[config.mk]
export PLATFORM = sky130hd
export DESIGN_NAME = fetch_pc_gen
export DESIGN_NICKNAME = d
export VERILOG_FILES = /design/src/rtl/fetch_pc_gen.sv
export SDC_FILE = /design/constraint.sdc
export NUM_CORES = 1
export LEC_CHECK = 0
export ABC_AREA = 1
export CAP_MARGIN = 20
export CELL_PAD_IN_SITES_DETAIL_PLACEMENT = 0
export CELL_PAD_IN_SITES_GLOBAL_PLACEMENT = 2
export CORE_MARGIN = 5
export CORE_UTILIZATION = 25
export CTS_CLUSTER_SIZE = 20
export DETAILED_ROUTE_END_ITERATION = 12
export PLACE_DENSITY = 0.72
export SYNTH_ARGS = -nofsm -noshare
export SYNTH_HDL_FRONTEND = slang
export SYNTH_SLANG_ARGS = --single-unit
[constraint.sdc]
create_clock -name clk -period 2.05 [get_ports clk]
set_input_delay 0.41 -clock clk [delete_from_list [all_inputs] [get_ports clk]]
set_output_delay 0.41 -clock clk [all_outputs]
set_load 0.02 [all_outputs]
[src/rtl/fetch_pc_gen.sv]
// ============================================================================
// Module   : fetch_pc_gen
// Purpose  : Fetch-side next-PC generator with valid/ready fetch requests,
//            redirect buffering under back-pressure and wrong-path flush.
// Options  : FETCH_MISALIGN_CHK_EN enables the misaligned-target pulse.
// Revision : 1.0 - initial release
// ============================================================================
`default_nettype none

module fetch_pc_gen #(
  parameter int              XLEN     = 64,
  parameter logic [XLEN-1:0] RESET_PC = {XLEN{1'b0}}
) (
  input  logic            clk,
  input  logic            rst_n,
  input  logic [1:0]      pc_sel,
  input  logic            ex_valid,
  input  logic [XLEN-1:0] ex_pc,
  input  logic [XLEN-1:0] ex_imm,
  input  logic [XLEN-1:0] ex_rs1,
  input  logic            stall_i,
  output logic            if_req_valid,
  input  logic            if_req_ready,
  output logic [XLEN-1:0] if_req_pc,
  output logic            flush_o,
  output logic            misalign_o
);

  typedef enum logic [1:0] {
    S_BOOT = 2'd0,
    S_IDLE = 2'd1,
    S_REQ  = 2'd2
  } state_t;

  state_t          r_state;
  state_t          w_state_nxt;
  logic [XLEN-1:0] r_pc;
  logic [XLEN-1:0] w_pc_nxt;
  logic            r_pend_valid;
  logic            w_pend_valid_nxt;
  logic [XLEN-1:0] r_pend_pc;
  logic [XLEN-1:0] w_pend_pc_nxt;
  logic            r_flush;

  logic            w_redirect;
  logic [XLEN-1:0] w_br_target;
  logic [XLEN-1:0] w_jalr_sum;
  logic [XLEN-1:0] w_target;
  logic [XLEN-1:0] w_pc_seq;

  assign w_redirect  = ex_valid & (pc_sel != 2'b00);
  assign w_br_target = ex_pc + ex_imm;
  assign w_jalr_sum  = ex_rs1 + ex_imm;
  // pc_sel 11 behaves like 10, so only the pure jalr encoding selects rs1.
  assign w_target    = (pc_sel == 2'b01) ? {w_jalr_sum[XLEN-1:1], 1'b0} : w_br_target;
  assign w_pc_seq    = r_pc + {{(XLEN-3){1'b0}}, 3'd4};

  always_comb begin
    w_state_nxt      = r_state;
    w_pc_nxt         = r_pc;
    w_pend_valid_nxt = r_pend_valid;
    w_pend_pc_nxt    = r_pend_pc;
    case (r_state)
      S_BOOT, S_IDLE: begin
        if (w_redirect) begin
          w_pc_nxt = w_target;
        end else if (r_pend_valid) begin
          w_pc_nxt = r_pend_pc;
        end
        w_pend_valid_nxt = 1'b0;
        w_state_nxt      = stall_i ? S_IDLE : S_REQ;
      end
      S_REQ: begin
        if (if_req_ready) begin
          if (w_redirect) begin
            w_pc_nxt = w_target;
          end else if (r_pend_valid) begin
            w_pc_nxt = r_pend_pc;
          end else begin
            w_pc_nxt = w_pc_seq;
          end
          w_pend_valid_nxt = 1'b0;
          w_state_nxt      = stall_i ? S_IDLE : S_REQ;
        end else if (w_redirect) begin
          // Request address must stay stable; newest redirect wins the buffer.
          w_pend_pc_nxt    = w_target;
          w_pend_valid_nxt = 1'b1;
        end
      end
      default: begin
        w_state_nxt = S_BOOT;
      end
    endcase
  end

  always_ff @(posedge clk or negedge rst_n) begin
    if (!rst_n) begin
      r_state      <= S_BOOT;
      r_pc         <= RESET_PC;
      r_pend_valid <= 1'b0;
      r_pend_pc    <= {XLEN{1'b0}};
      r_flush      <= 1'b0;
    end else begin
      r_state      <= w_state_nxt;
      r_pc         <= w_pc_nxt;
      r_pend_valid <= w_pend_valid_nxt;
      r_pend_pc    <= w_pend_pc_nxt;
      r_flush      <= w_redirect;
    end
  end

`ifdef FETCH_MISALIGN_CHK_EN
  logic r_misalign;

  always_ff @(posedge clk or negedge rst_n) begin
    if (!rst_n) begin
      r_misalign <= 1'b0;
    end else begin
      r_misalign <= w_redirect & (|w_target[1:0]);
    end
  end

  assign misalign_o = r_misalign;
`else
  assign misalign_o = 1'b0;
`endif

  assign if_req_valid = (r_state == S_REQ);
  assign if_req_pc    = r_pc;
  assign flush_o      = r_flush;

endmodule

`default_nettype wire

Run 1, PDN straps and rails:
Drawn at 1 px/um. Pins as bars on the die edge.
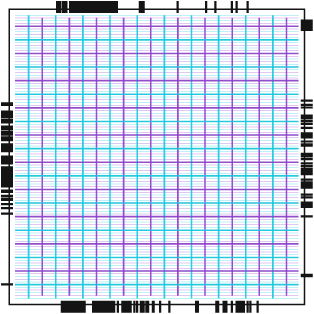
VDD -> purple
VSS -> cyan
met1 rails = 105
met4 straps = 20
signal pins = 266

Run 1, clock network drawn from the DEF:
Drawn at 2 px/um.
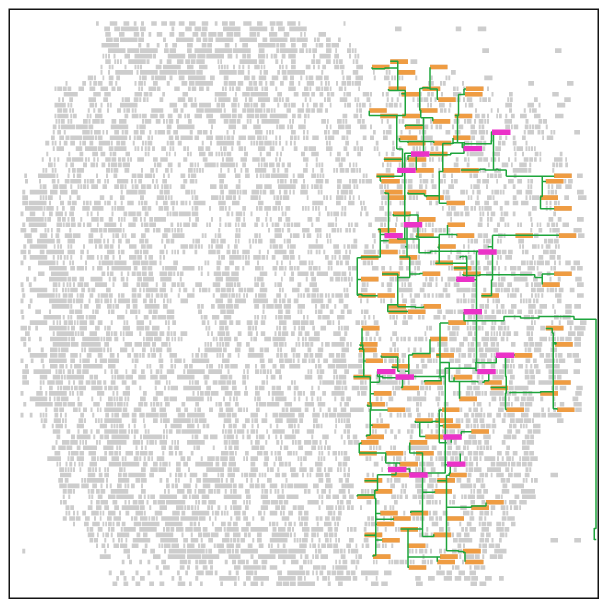
clock wires -> green  # length 2230 um
clock drivers -> magenta  # count 17
flip-flops -> orange  # count 132
routed clock nets = 18

==> impl_metrics.env, run 1 <==
# physical design summary
export IMPL_global_route_usage_met1_pct=34.43
export IMPL_clk_share_pct=1.567
export IMPL_r2r_worst_path_cells=11
export IMPL_maxPowerGroup="combinational cells"
export IMPL_max_clock_freq_ghz=0.4566
export IMPL_final_hold_worst_slack_ns=0.4210
export IMPL_postCtsSetupBuffers=79
export IMPL_lay_top_cells="sky130_fd_sc_hd__nand2_1 (953), sky130_fd_sc_hd__buf_4 (758), sky130_fd_sc_hd__inv_1 (619)"
export IMPL_netlist_instances=3825
export IMPL_post_synth_top_count_cell="sky130_fd_sc_hd__nand2_1"
export IMPL_synthDistinctLibCells=49
export IMPL_criticalPathCategory="reg -> reg"
export IMPL_min_from="ex_imm[0]"
export IMPL_gr_total_overflow=0
export IMPL_final_layout_top_logic_cell="sky130_fd_sc_hd__nand2_1"
export IMPL_design_core_area_um2=80160
export IMPL_yosysChipArea_um2=20120
export IMPL_final_max_slew_violation_count=0
export IMPL_switching_share_pct=47.64
export IMPL_share_seq_of_total_power_pct=19.0
export IMPL_synth_area_um2=20120
export IMPL_path_clk_slew_ns=0.07
export IMPL_grt_first_pass_wirelength_mm=168.3
export IMPL_numPlacedInstances=5824
export IMPL_comb_area_share_pct=54.88
export IMPL_critical_path_n_buffers_inverters=1
export IMPL_placed_area_um2=29670
export IMPL_floorplan_die_height_um=293.7
export IMPL_n_all_buffers=1146
export IMPL_layout_cells_sized_above_1_pct=49.25
export IMPL_ys_dominant_reg_cell="sky130_fd_sc_hd__dfrtp_1"
export IMPL_max_slew_margin_pct=66.06
export IMPL_critical_path_endpoint="if_req_pc[58]$_DFFE_PN0P_"
export IMPL_cp_end_kind="register"
export IMPL_grt_met3_use_pct=1.245
export IMPL_yosys_area_top_type_share_pct=28.37
export IMPL_drt_drc_violations_left=0
export IMPL_yosysSeqAreaShare_pct=16.42
export IMPL_nonClkBufAreaFrac_pct=24.61
export IMPL_postRouteWirelength_mm=115.8
export IMPL_dpl_worst_slack_ns=-1.245
export IMPL_multiInputCombCellCount=2920
export IMPL_powerDensity_nw_per_um2=647.2
export IMPL_totalNegativeSetupSlack_ns=-2.130
export IMPL_routabilityCongestion=0.9496
export IMPL_cts_resized=1518
export IMPL_fillerInstances=8449
export IMPL_clock_tree_root_cell="sky130_fd_sc_hd__clkbuf_16"
export IMPL_timing_final_ws_setup_ns=-0.1399
export IMPL_htree_num_levels=4
export IMPL_worst_skew_pair_late_latency_ns=0.43
export IMPL_p_clk_share_pct=12.9
export IMPL_area_combinational_um2=21170
export IMPL_crit_arrival_ns=2.57
export IMPL_rows=104
export IMPL_run_status="complete, but fails checks"
export IMPL_critical_path_startpoint="if_req_pc[15]$_DFFE_PN0P_"
export IMPL_drt_antenna_violating_nets=0
export IMPL_clock_buffers=18
export IMPL_enable_flop_cells=0
export IMPL_drt_pass1_iterations=6
export IMPL_report_final_setup_viol=39
export IMPL_cap_violations=0
export IMPL_post_cts_hold_buffer_count=1
export IMPL_reg2reg_setup_slack_ns=-0.14
export IMPL_violations="negative setup slack"
export IMPL_grt_max_degree=57
export IMPL_layout_min_cycle_time_ns=2.190
export IMPL_area_dominant_class="combinational gates"
export IMPL_seq_cell_count=132
export IMPL_insertedDiodeCount=0
export IMPL_worst_hold_path_type="in -> reg"
export IMPL_place_hpwl_mm=96.64
export IMPL_final_area_um2=38570
export IMPL_grt_pass1_vias=27630
export IMPL_ioPinCount=266
export IMPL_power_switching_mw=11.89
export IMPL_length_of_routed_met2_wiring_mm=56.29
export IMPL_period_used_pct=106.8
export IMPL_worst_ir_drop_vdd_mv=0.6308
export IMPL_critical_path_max_fanout=4
export IMPL_tool_warnings=29
export IMPL_inv_count=706
export IMPL_combinationalPowerShare_pct=68.1
export IMPL_top_area_cell="sky130_fd_sc_hd__nand2_1"
export IMPL_clockBufferDepth=2
export IMPL_power_static_leakage_nw=19.57
export IMPL_crit_chain="nand2_1 > buf_4 > nor3_4 > nand3_1 > nor2_2 > nand4_1 > o21ai_1 > nand3_2 > a21oi_1 > nand2_1 > nand2_1"
export IMPL_antenna_found_initial=0
export IMPL_worstMarginPinSlew_ns=0.5037
export IMPL_tapcell_inserted=1060
export IMPL_timing_critical_path_slowest_stage_cell="sky130_fd_sc_hd__dfrtp_1"
export IMPL_routed_length_per_placed_instance_um=19.31
export IMPL_critical_path_top_cell_by_count="sky130_fd_sc_hd__nand2_1"
export IMPL_layout_area_overhead_vs_synth_pct=91.69
export IMPL_powerComb_mw=17.0
export IMPL_routed_top_layer="met4"
export IMPL_timing_hold_worst_path_depth=4
export IMPL_globalRouteMet2Util_pct=44.76
export IMPL_nets=5250
export IMPL_worstSetupStartpointType="register"
export IMPL_clock_tree_from_tritoncts="done"
export IMPL_grt_busiest_layer="met2"
export IMPL_finalHoldViolations=0
export IMPL_yosys_cells=3825
export IMPL_initialDrtViolationCount=1736
export IMPL_internal_power_of_the_cells_mw=13.07
export IMPL_ys_warn_count=0
export IMPL_fin_total_pwr_mw=24.96
export IMPL_grt_setup_unrepaired="true"
export IMPL_dr_total_vias=27990
export IMPL_crit_path_cell_count=11
export IMPL_global_route_usage_total_pct=25.49
export IMPL_die_area_um2=86260
export IMPL_viasPerCell=4.669
export IMPL_startpoint_of_the_worst_slack_reg_to_reg_timing_path="if_req_pc[15]$_DFFE_PN0P_"
export IMPL_synth_async_sr_flop_share_pct=100.0
export IMPL_final_cell_count_no_fill=5996
export IMPL_tritoncts_num_buffers=17
export IMPL_cp_slowest_stage_delay_ns=0.34
export IMPL_syn_num_nets=4152
export IMPL_floorplan_die_width_um=293.7
export IMPL_yosys_top_cells_count="sky130_fd_sc_hd__nand2_1 (1521), sky130_fd_sc_hd__inv_1 (699), sky130_fd_sc_hd__nor2_1 (340)"
export IMPL_yosys_register_bits=132
export IMPL_worst_r2r_endpoint="if_req_pc[58]$_DFFE_PN0P_"
export IMPL_timing_hold_worst_endpoint="r_pend_pc[0]$_DFFE_PN0P_"
export IMPL_pwr_group_clock_mw=3.22
export IMPL_clkSinkCount=132
export IMPL_ys_top_cells_by_area="sky130_fd_sc_hd__nand2_1 (28%), sky130_fd_sc_hd__dfrtp_1 (16%), sky130_fd_sc_hd__inv_1 (13%)"
export IMPL_wirelength_met1_mm=52.80
export IMPL_critPathRequiredTime_ns=2.43
export IMPL_portBuffers=264
export IMPL_floorplan_core_util_pct=25.10
export IMPL_timing_critical_path_max_delay_family="simple AND/OR/NAND/NOR gates"
export IMPL_syn_avg_cell_area_um2=5.261
export IMPL_fin_worst_skew_ns=0.01112
export IMPL_routed_wl_met3_mm=3.333
Run 1, where the registers sit:
Drawn at 1.5 px/um. Other sequential cells in the stronger grey, the rest of the logic in the fainter grey.
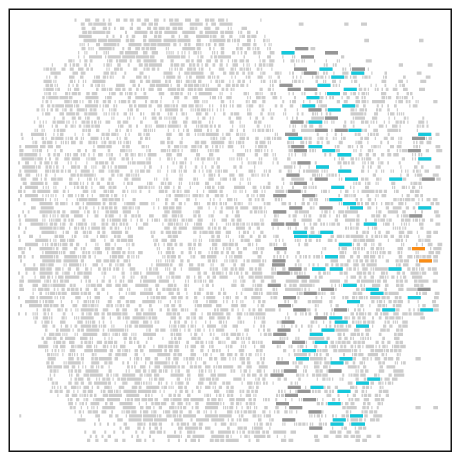
`r_state` -> orange  # sequential cells 2
`if_req_pc` -> cyan  # sequential cells 64, where a column on the right
not coloured = 66
fraction of area in registers: 8.596%
fin util: 48.12%
Seq. cell area: 3316 um2
power attributed to sequential cells: 4.74 mW

## run 1: cells by family (layout without fill, tap and decap cells)
group | Yosys count | in the layout | share of synthesized area (%)
compound gates | 488 | 488 | 12.98
flops | 132 | 132 | 16.42
simple gates | 2272 | 2272 | 46.31
xor+xnor | 27 | 27 | 1.175
mux | 4 | 4 | 0.1990
fa+ha+maj | 128 | 128 | 8.034
other cells | 1 | 1 | 0.01864
buf+inv | 773 | 1884 | 14.87
## run 1: flip-flops by register name, summed over array words and instances (netlist names)
register	count
if_req_pc	64
r_pend_valid	1
r_state	2
flush_o	1
r_pend_pc	64
Run 1, cells coloured by class:
Drawn at 1.5 px/um. Fill, decap, tap and diode cells in grey.
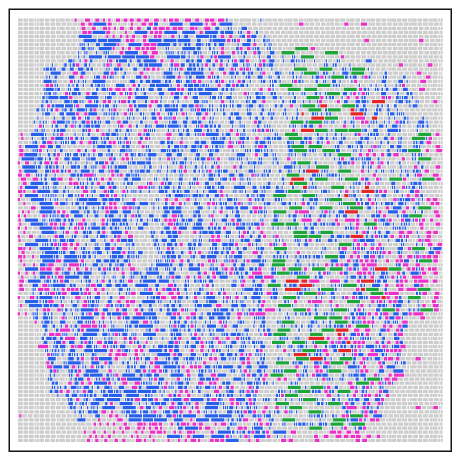

==> inputs of run 2 (changes only) <==
--- a/config.mk
+++ b/config.mk
@@ -14,6 +14,7 @@
 export CTS_CLUSTER_SIZE = 20
 export DETAILED_ROUTE_END_ITERATION = 12
 export PLACE_DENSITY = 0.72
+export SETUP_SLACK_MARGIN = 0.1
 export SYNTH_ARGS = -nofsm -noshare
 export SYNTH_HDL_FRONTEND = slang
 export SYNTH_SLANG_ARGS = --single-unit
Run 2, cells coloured by class:
Drawn at 1.5 px/um. Fill, decap, tap and diode cells in grey.
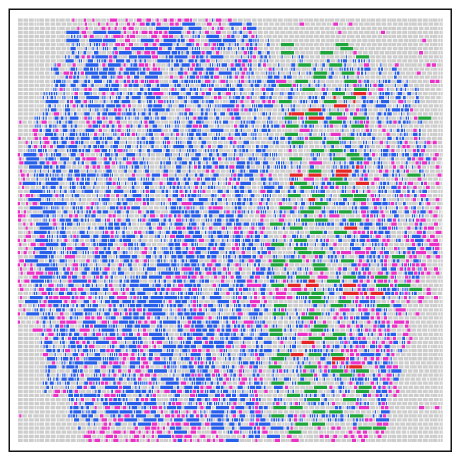
remaining buffers and delay cells -> magenta  # cells 1154
combinational and other logic -> blue  # cells 3626
sequential cells -> green  # cells 132
clock drivers and dummy loads -> red  # cells 30
fraction of area in registers: 8.141%
core box area: 80160 um2
fin util: 50.83%
post-route standard cell area excluding fillers: 40740 um2
number of placement rows: 104

Run 2, congestion heat map:
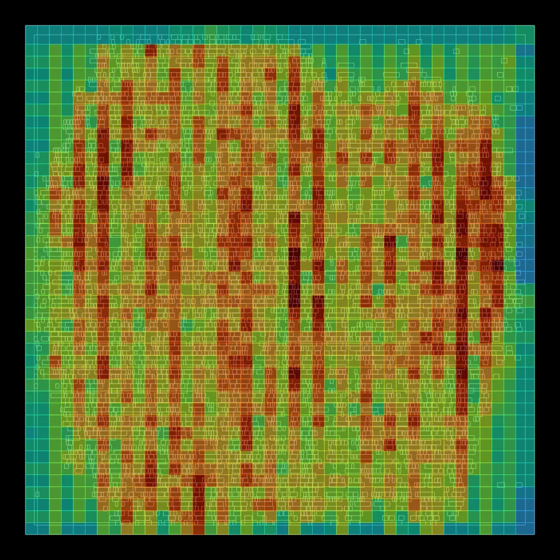
met1 Track Usage GR: 33.82%
grt met3 use: 1.457%
most crowded layer after global routing: met2
routing usage on met2: 43.70%

==> run 2 against run 1 <==
Compared with the run above: the run still ends with negative setup slack left; routed wire length shrank 0.30%; fmax is 2.6% higher; sequential power decreased by 1%; clock-buffer cell count grew 3; final area rose by 5.6%; via count is 0.35% higher; first-iteration DRC count down 24%; area after synthesis unchanged; non-clock buffer count rose by 8; critical path type is now in -> reg; largest power group unchanged.
==> impl_metrics.env, run 2 <==
# physical design summary
export IMPL_violations="negative setup slack"
export IMPL_clock_tree_from_tritoncts="done"
export IMPL_routed_wl_met3_mm=3.428
export IMPL_ioPinCount=266
export IMPL_viasPerCell=4.680
export IMPL_ys_dominant_reg_cell="sky130_fd_sc_hd__dfrtp_1"
export IMPL_netlist_instances=3825
export IMPL_combinationalPowerShare_pct=69.5
export IMPL_r2r_worst_path_cells=13
export IMPL_grt_first_pass_wirelength_mm=167.6
export IMPL_yosysChipArea_um2=20120
export IMPL_layout_min_cycle_time_ns=2.134
export IMPL_wirelength_met1_mm=51.81
export IMPL_worst_ir_drop_vdd_mv=0.5748
export IMPL_maxPowerGroup="combinational cells"
export IMPL_worstSetupStartpointType="primary input"
export IMPL_synth_cellmix_adderShare_pct=8.034
export IMPL_yosysSeqAreaShare_pct=16.42
export IMPL_run_status="complete, but fails checks"
export IMPL_switching_share_pct=47.75
export IMPL_routed_length_per_placed_instance_um=19.23
export IMPL_timing_hold_worst_path_depth=4
export IMPL_reg2reg_setup_slack_ns=-0.07
export IMPL_cp_end_kind="register"
export IMPL_inv_count=706
export IMPL_post_synth_main_logic_family="simple AND/OR/NAND/NOR gates"
export IMPL_post_synth_top_count_cell="sky130_fd_sc_hd__nand2_1"
export IMPL_timing_final_ws_setup_ns=-0.08426
export IMPL_timing_hold_worst_endpoint="r_pend_pc[0]$_DFFE_PN0P_"
export IMPL_synthDistinctLibCells=49
export IMPL_n_all_buffers=1154
export IMPL_final_hold_worst_slack_ns=0.3995
export IMPL_fin_worst_skew_ns=0.008407
export IMPL_seq_area_um2=3317
export IMPL_place_hpwl_mm=95.08
export IMPL_critical_path_endpoint="if_req_pc[28]$_DFFE_PN0P_"
export IMPL_startpoint_of_the_worst_slack_reg_to_reg_timing_path="if_req_pc[2]$_DFFE_PN0P_"
export IMPL_clock_buffers=21
export IMPL_worst_skew_pair_late_latency_ns=0.43
export IMPL_insertedDiodeCount=1
export IMPL_tapcell_inserted=1060
export IMPL_clockBufferDepth=2
export IMPL_synthXorXnorAreaFrac_pct=1.175
export IMPL_die_area_um2=86260
export IMPL_clk_share_pct=1.450
export IMPL_tritoncts_num_buffers=17
export IMPL_dr_total_vias=28090
export IMPL_area_combinational_um2=22910
export IMPL_power_sequential_total_mw=4.68
export IMPL_ys_top_cells_by_area="sky130_fd_sc_hd__nand2_1 (28%), sky130_fd_sc_hd__dfrtp_1 (16%), sky130_fd_sc_hd__inv_1 (13%)"
export IMPL_grt_setup_unrepaired="true"
export IMPL_powerDensity_nw_per_um2=629.1
export IMPL_post_synth_ao_oa_area_fraction_pct=12.98
export IMPL_pwr_group_clock_mw=3.15
export IMPL_yosys_top_cells_count="sky130_fd_sc_hd__nand2_1 (1521), sky130_fd_sc_hd__inv_1 (699), sky130_fd_sc_hd__nor2_1 (340)"
export IMPL_antenna_found_initial=1
export IMPL_path_clk_slew_ns=0.06
export IMPL_crit_arrival_ns=2.45
export IMPL_powerComb_mw=17.8
export IMPL_yosys_cells=3825
export IMPL_final_cell_count_no_fill=6003
export IMPL_worst_hold_path_type="in -> reg"
export IMPL_report_final_setup_viol=19
export IMPL_routabilityCongestion=0.9376
export IMPL_post_cts_hold_buffer_count=1
export IMPL_fin_total_pwr_mw=25.63
export IMPL_fillerInstances=8205
export IMPL_nets=5258
export IMPL_yosys_area_top_type_share_pct=28.37
export IMPL_ys_sh_simple_pct=46.31
## run 2: netlist changes by cell type in the layout (fill, tap and decap cells not counted), moves of 19 or more
cell and change:
sky130_fd_sc_hd__clkdlybuf4s50_1 -47, sky130_fd_sc_hd__nand2_1 -140, sky130_fd_sc_hd__buf_2 +27, sky130_fd_sc_hd__dlygate4sd2_1 +30, sky130_fd_sc_hd__buf_6 +74, sky130_fd_sc_hd__nor2_1 -39, sky130_fd_sc_hd__inv_2 +36, sky130_fd_sc_hd__inv_1 -41
sky130_fd_sc_hd__nand3_1 -28, sky130_fd_sc_hd__clkbuf_2 -19, sky130_fd_sc_hd__nand2_2 +38, sky130_fd_sc_hd__nor2_4 +27, sky130_fd_sc_hd__nand2_4 +97, sky130_fd_sc_hd__buf_4 -69
==> inputs of run 3 (changes only) <==
--- a/config.mk
+++ b/config.mk
@@ -11,9 +11,10 @@
 export CELL_PAD_IN_SITES_GLOBAL_PLACEMENT = 2
 export CORE_MARGIN = 5
 export CORE_UTILIZATION = 25
+export CTS_CLUSTER_DIAMETER = 30
 export CTS_CLUSTER_SIZE = 20
 export DETAILED_ROUTE_END_ITERATION = 12
-export PLACE_DENSITY = 0.72
+export PLACE_DENSITY_LB_ADDON = 0.1
 export SETUP_SLACK_MARGIN = 0.1
 export SYNTH_ARGS = -nofsm -noshare
 export SYNTH_HDL_FRONTEND = slang
==> run 3 against run 2 <==
Compared with the run above: the run still ends with negative setup slack left; final area increased by 1.3%; synthesized cell count stayed put; fmax shrank 2.0%; highest routed layer unchanged.
==> impl_metrics.env, run 3 <==
# physical design summary
export IMPL_layout_cells_sized_above_1_pct=55.45
export IMPL_timing_hold_worst_endpoint="r_pend_pc[0]$_DFFE_PN0P_"
export IMPL_layout_area_overhead_vs_synth_pct=105.0
export IMPL_switching_share_pct=47.90
export IMPL_grt_pass1_vias=27920
export IMPL_die_area_um2=86260
export IMPL_worst_skew_pair_late_latency_ns=0.44
export IMPL_cp_end_kind="register"
export IMPL_worst_hold_path_type="in -> reg"
export IMPL_ys_top_cells_by_area="sky130_fd_sc_hd__nand2_1 (28%), sky130_fd_sc_hd__dfrtp_1 (16%), sky130_fd_sc_hd__inv_1 (13%)"
export IMPL_clock_tree_from_tritoncts="done"
export IMPL_timing_final_ws_setup_ns=-0.1273
export IMPL_reg2reg_setup_slack_ns=-0.12
export IMPL_powerComb_mw=17.7
export IMPL_max_clock_freq_ghz=0.4593
export IMPL_drt_pass1_iterations=5
export IMPL_viasPerCell=4.690
export IMPL_place_hpwl_mm=99.32
export IMPL_yosysSeqAreaShare_pct=16.42
export IMPL_totalNegativeSetupSlack_ns=-1.722
export IMPL_timing_critical_path_slowest_stage_cell="sky130_fd_sc_hd__fa_2"
export IMPL_cap_violations=0
export IMPL_antenna_found_initial=0
export IMPL_yosys_cells=3825
export IMPL_yosysChipArea_um2=20120
export IMPL_insertedDiodeCount=0
export IMPL_violations="negative setup slack"
export IMPL_final_hold_worst_slack_ns=0.4152
export IMPL_fin_worst_skew_ns=0.01110
export IMPL_clkSinkCount=132
export IMPL_drt_drc_violations_left=0
export IMPL_pwr_group_clock_mw=3.23
export IMPL_grt_max_degree=57
export IMPL_worst_ir_drop_vdd_mv=0.5616
export IMPL_timing_hold_worst_path_depth=4
export IMPL_yosys_area_top_type_share_pct=28.37
export IMPL_post_synth_main_logic_family="simple AND/OR/NAND/NOR gates"
export IMPL_timing_critical_path_max_delay_family="buffers and inverters"
export IMPL_routed_length_per_placed_instance_um=19.80
export IMPL_rows=104
export IMPL_synth_cellmix_adderShare_pct=8.034
export IMPL_portBuffers=264
export IMPL_postRouteWirelength_mm=120.3
export IMPL_ys_sh_simple_pct=46.31
export IMPL_criticalPathCategory="in -> reg"
export IMPL_maxPowerGroup="combinational cells"
export IMPL_power_sequential_total_mw=4.81
export IMPL_ys_warn_count=0
export IMPL_synthXorXnorAreaFrac_pct=1.175
export IMPL_enable_flop_cells=0
export IMPL_netlist_instances=3825
export IMPL_final_max_slew_violation_count=0
export IMPL_nets=5329
export IMPL_finalHoldViolations=0
export IMPL_initialDrtViolationCount=1593
export IMPL_syn_avg_cell_area_um2=5.261
export IMPL_grt_setup_unrepaired="true"
export IMPL_top_area_cell="sky130_fd_sc_hd__nand2_1"
export IMPL_dr_total_vias=28490
export IMPL_synth_area_um2=20120
export IMPL_power_static_leakage_nw=21.00
export IMPL_tool_warnings=29
export IMPL_report_final_setup_viol=43
export IMPL_ioPinCount=266
export IMPL_yosys_register_bits=132
export IMPL_lay_top_cells="sky130_fd_sc_hd__nand2_1 (804), sky130_fd_sc_hd__buf_4 (708), sky130_fd_sc_hd__inv_1 (567)"
export IMPL_powerDensity_nw_per_um2=624.5
export IMPL_r2r_worst_path_cells=14
export IMPL_numPlacedInstances=5876
export IMPL_drt_antenna_violating_nets=0
export IMPL_critical_path_max_fanout=2
export IMPL_seq_area_um2=3322
export IMPL_global_route_usage_total_pct=26.46
export IMPL_routabilityCongestion=0.9310
export IMPL_worst_r2r_endpoint="if_req_pc[39]$_DFFE_PN0P_"
export IMPL_floorplan_core_util_pct=25.10
export IMPL_design_core_area_um2=80160
export IMPL_crit_arrival_ns=2.50
export IMPL_tritoncts_num_buffers=17
export IMPL_critical_path_startpoint="ex_imm[1]"
export IMPL_mux_area_share_pct=0.1990
export IMPL_fin_total_pwr_mw=25.76
export IMPL_post_synth_top_count_cell="sky130_fd_sc_hd__nand2_1"
export IMPL_synthDistinctLibCells=49
export IMPL_startpoint_of_the_worst_slack_reg_to_reg_timing_path="if_req_pc[3]$_DFFE_PN0P_"
export IMPL_post_synth_ao_oa_area_fraction_pct=12.98
export IMPL_syn_num_nets=4152
export IMPL_min_from="ex_pc[0]"
export IMPL_path_clk_slew_ns=0.07
export IMPL_layout_min_cycle_time_ns=2.177
export IMPL_clock_tree_root_cell="sky130_fd_sc_hd__clkbuf_16"
export IMPL_combinationalPowerShare_pct=68.8
export IMPL_crit_path_cell_count=17
export IMPL_yosys_top_cells_count="sky130_fd_sc_hd__nand2_1 (1521), sky130_fd_sc_hd__inv_1 (699), sky130_fd_sc_hd__nor2_1 (340)"
export IMPL_critical_path_endpoint="if_req_pc[14]$_DFFE_PN0P_"
export IMPL_dpl_worst_slack_ns=-1.355
export IMPL_gr_total_overflow=0
export IMPL_placed_area_um2=30360
export IMPL_run_status="complete, but fails checks"
export IMPL_floorplan_die_height_um=293.7
export IMPL_synth_async_sr_flop_share_pct=100.0
export IMPL_area_combinational_um2=22570
export IMPL_htree_num_levels=4
export IMPL_fillerInstances=8253
export IMPL_floorplan_die_width_um=293.7
export IMPL_ys_dominant_reg_cell="sky130_fd_sc_hd__dfrtp_1"
export IMPL_period_used_pct=106.2
export IMPL_critPathRequiredTime_ns=2.37
export IMPL_critical_path_n_buffers_inverters=5
export IMPL_final_cell_count_no_fill=6075
export IMPL_cp_slowest_stage_delay_ns=0.41
export IMPL_internal_power_of_the_cells_mw=13.42
export IMPL_p_clk_share_pct=12.5
export IMPL_power_switching_mw=12.34
export IMPL_share_seq_of_total_power_pct=18.7
export IMPL_final_layout_top_logic_cell="sky130_fd_sc_hd__nand2_1"
export IMPL_crit_chain="buf_8 > buf_6 > buf_6 > fa_2 > nand3_2 > nand3_4 > nand2_4 > nand2_4 > nand2_4 > nand3_4 > buf_6 > xor2_2 > mux2i_2 > buf_4 > nand2_2 > nand2_2 > o21ai_1"
export IMPL_worstSetupStartpointType="primary input"
export IMPL_clockBufferDepth=2
export IMPL_grt_first_pass_wirelength_mm=173.0
## run 3: area by class of cell
cell class,count,area share (%)
multi-input cells,2920,54.70
inverters,706,6.487
well taps,1060,3.215
flip-flops and latches,132,8.052
repair buffers,1225,26.10
clock inverters,14,0.4094
clock buffers,18,1.040
## run 3: per-layer routing
layer / track usage (%) / vias to the layer above / share of wire, %
li1: - / 14290 / -
met1: 36.76 / 13490 / 46
met3: 1.336 / 116 / 3.4
met2: 45.54 / 602 / 48
met5: 0 / - / 0
met4: 5.975 / 0 / 2.7
## run 3: repair_timing
item | in CTS | in global routing
setup buffers | 107 | 70
hold buffers | 1 | 0
resized | 2017 | 1106
endpoints found under the hold margin | 34 | 0
pin swaps | 452 | 674
endpoints found under the setup margin | 175 | 128
Run 3, cells coloured by class:
Drawn at 1.5 px/um. Fill, decap, tap and diode cells in grey.
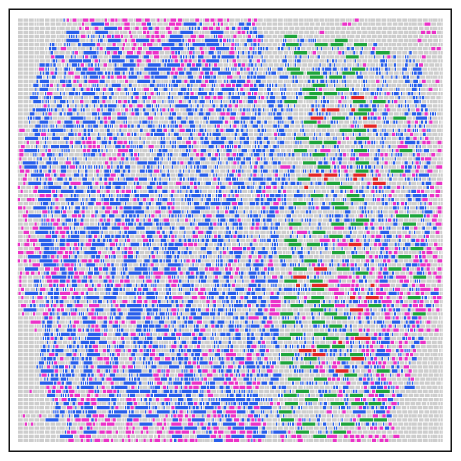
remaining buffers and delay cells -> magenta  # cells 1225
clock drivers and dummy loads -> red  # cells 32
combinational and other logic -> blue  # cells 3626
sequential cells -> green  # cells 132
post-route standard cell area excluding fillers: 41250 um2
fin util: 51.47%
fraction of area in registers: 8.052%

Run 3, PDN straps and rails:
Drawn at 1 px/um. Pins as bars on the die edge.
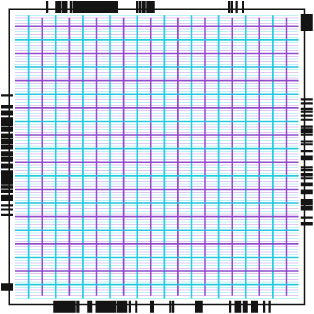
VSS -> cyan
VDD -> purple
met5 straps = 20
rows = 104
signal pins = 266
met4 straps = 20
met1 rails = 105

Power figures rest on the tool's default switching activity, not on a simulated workload.
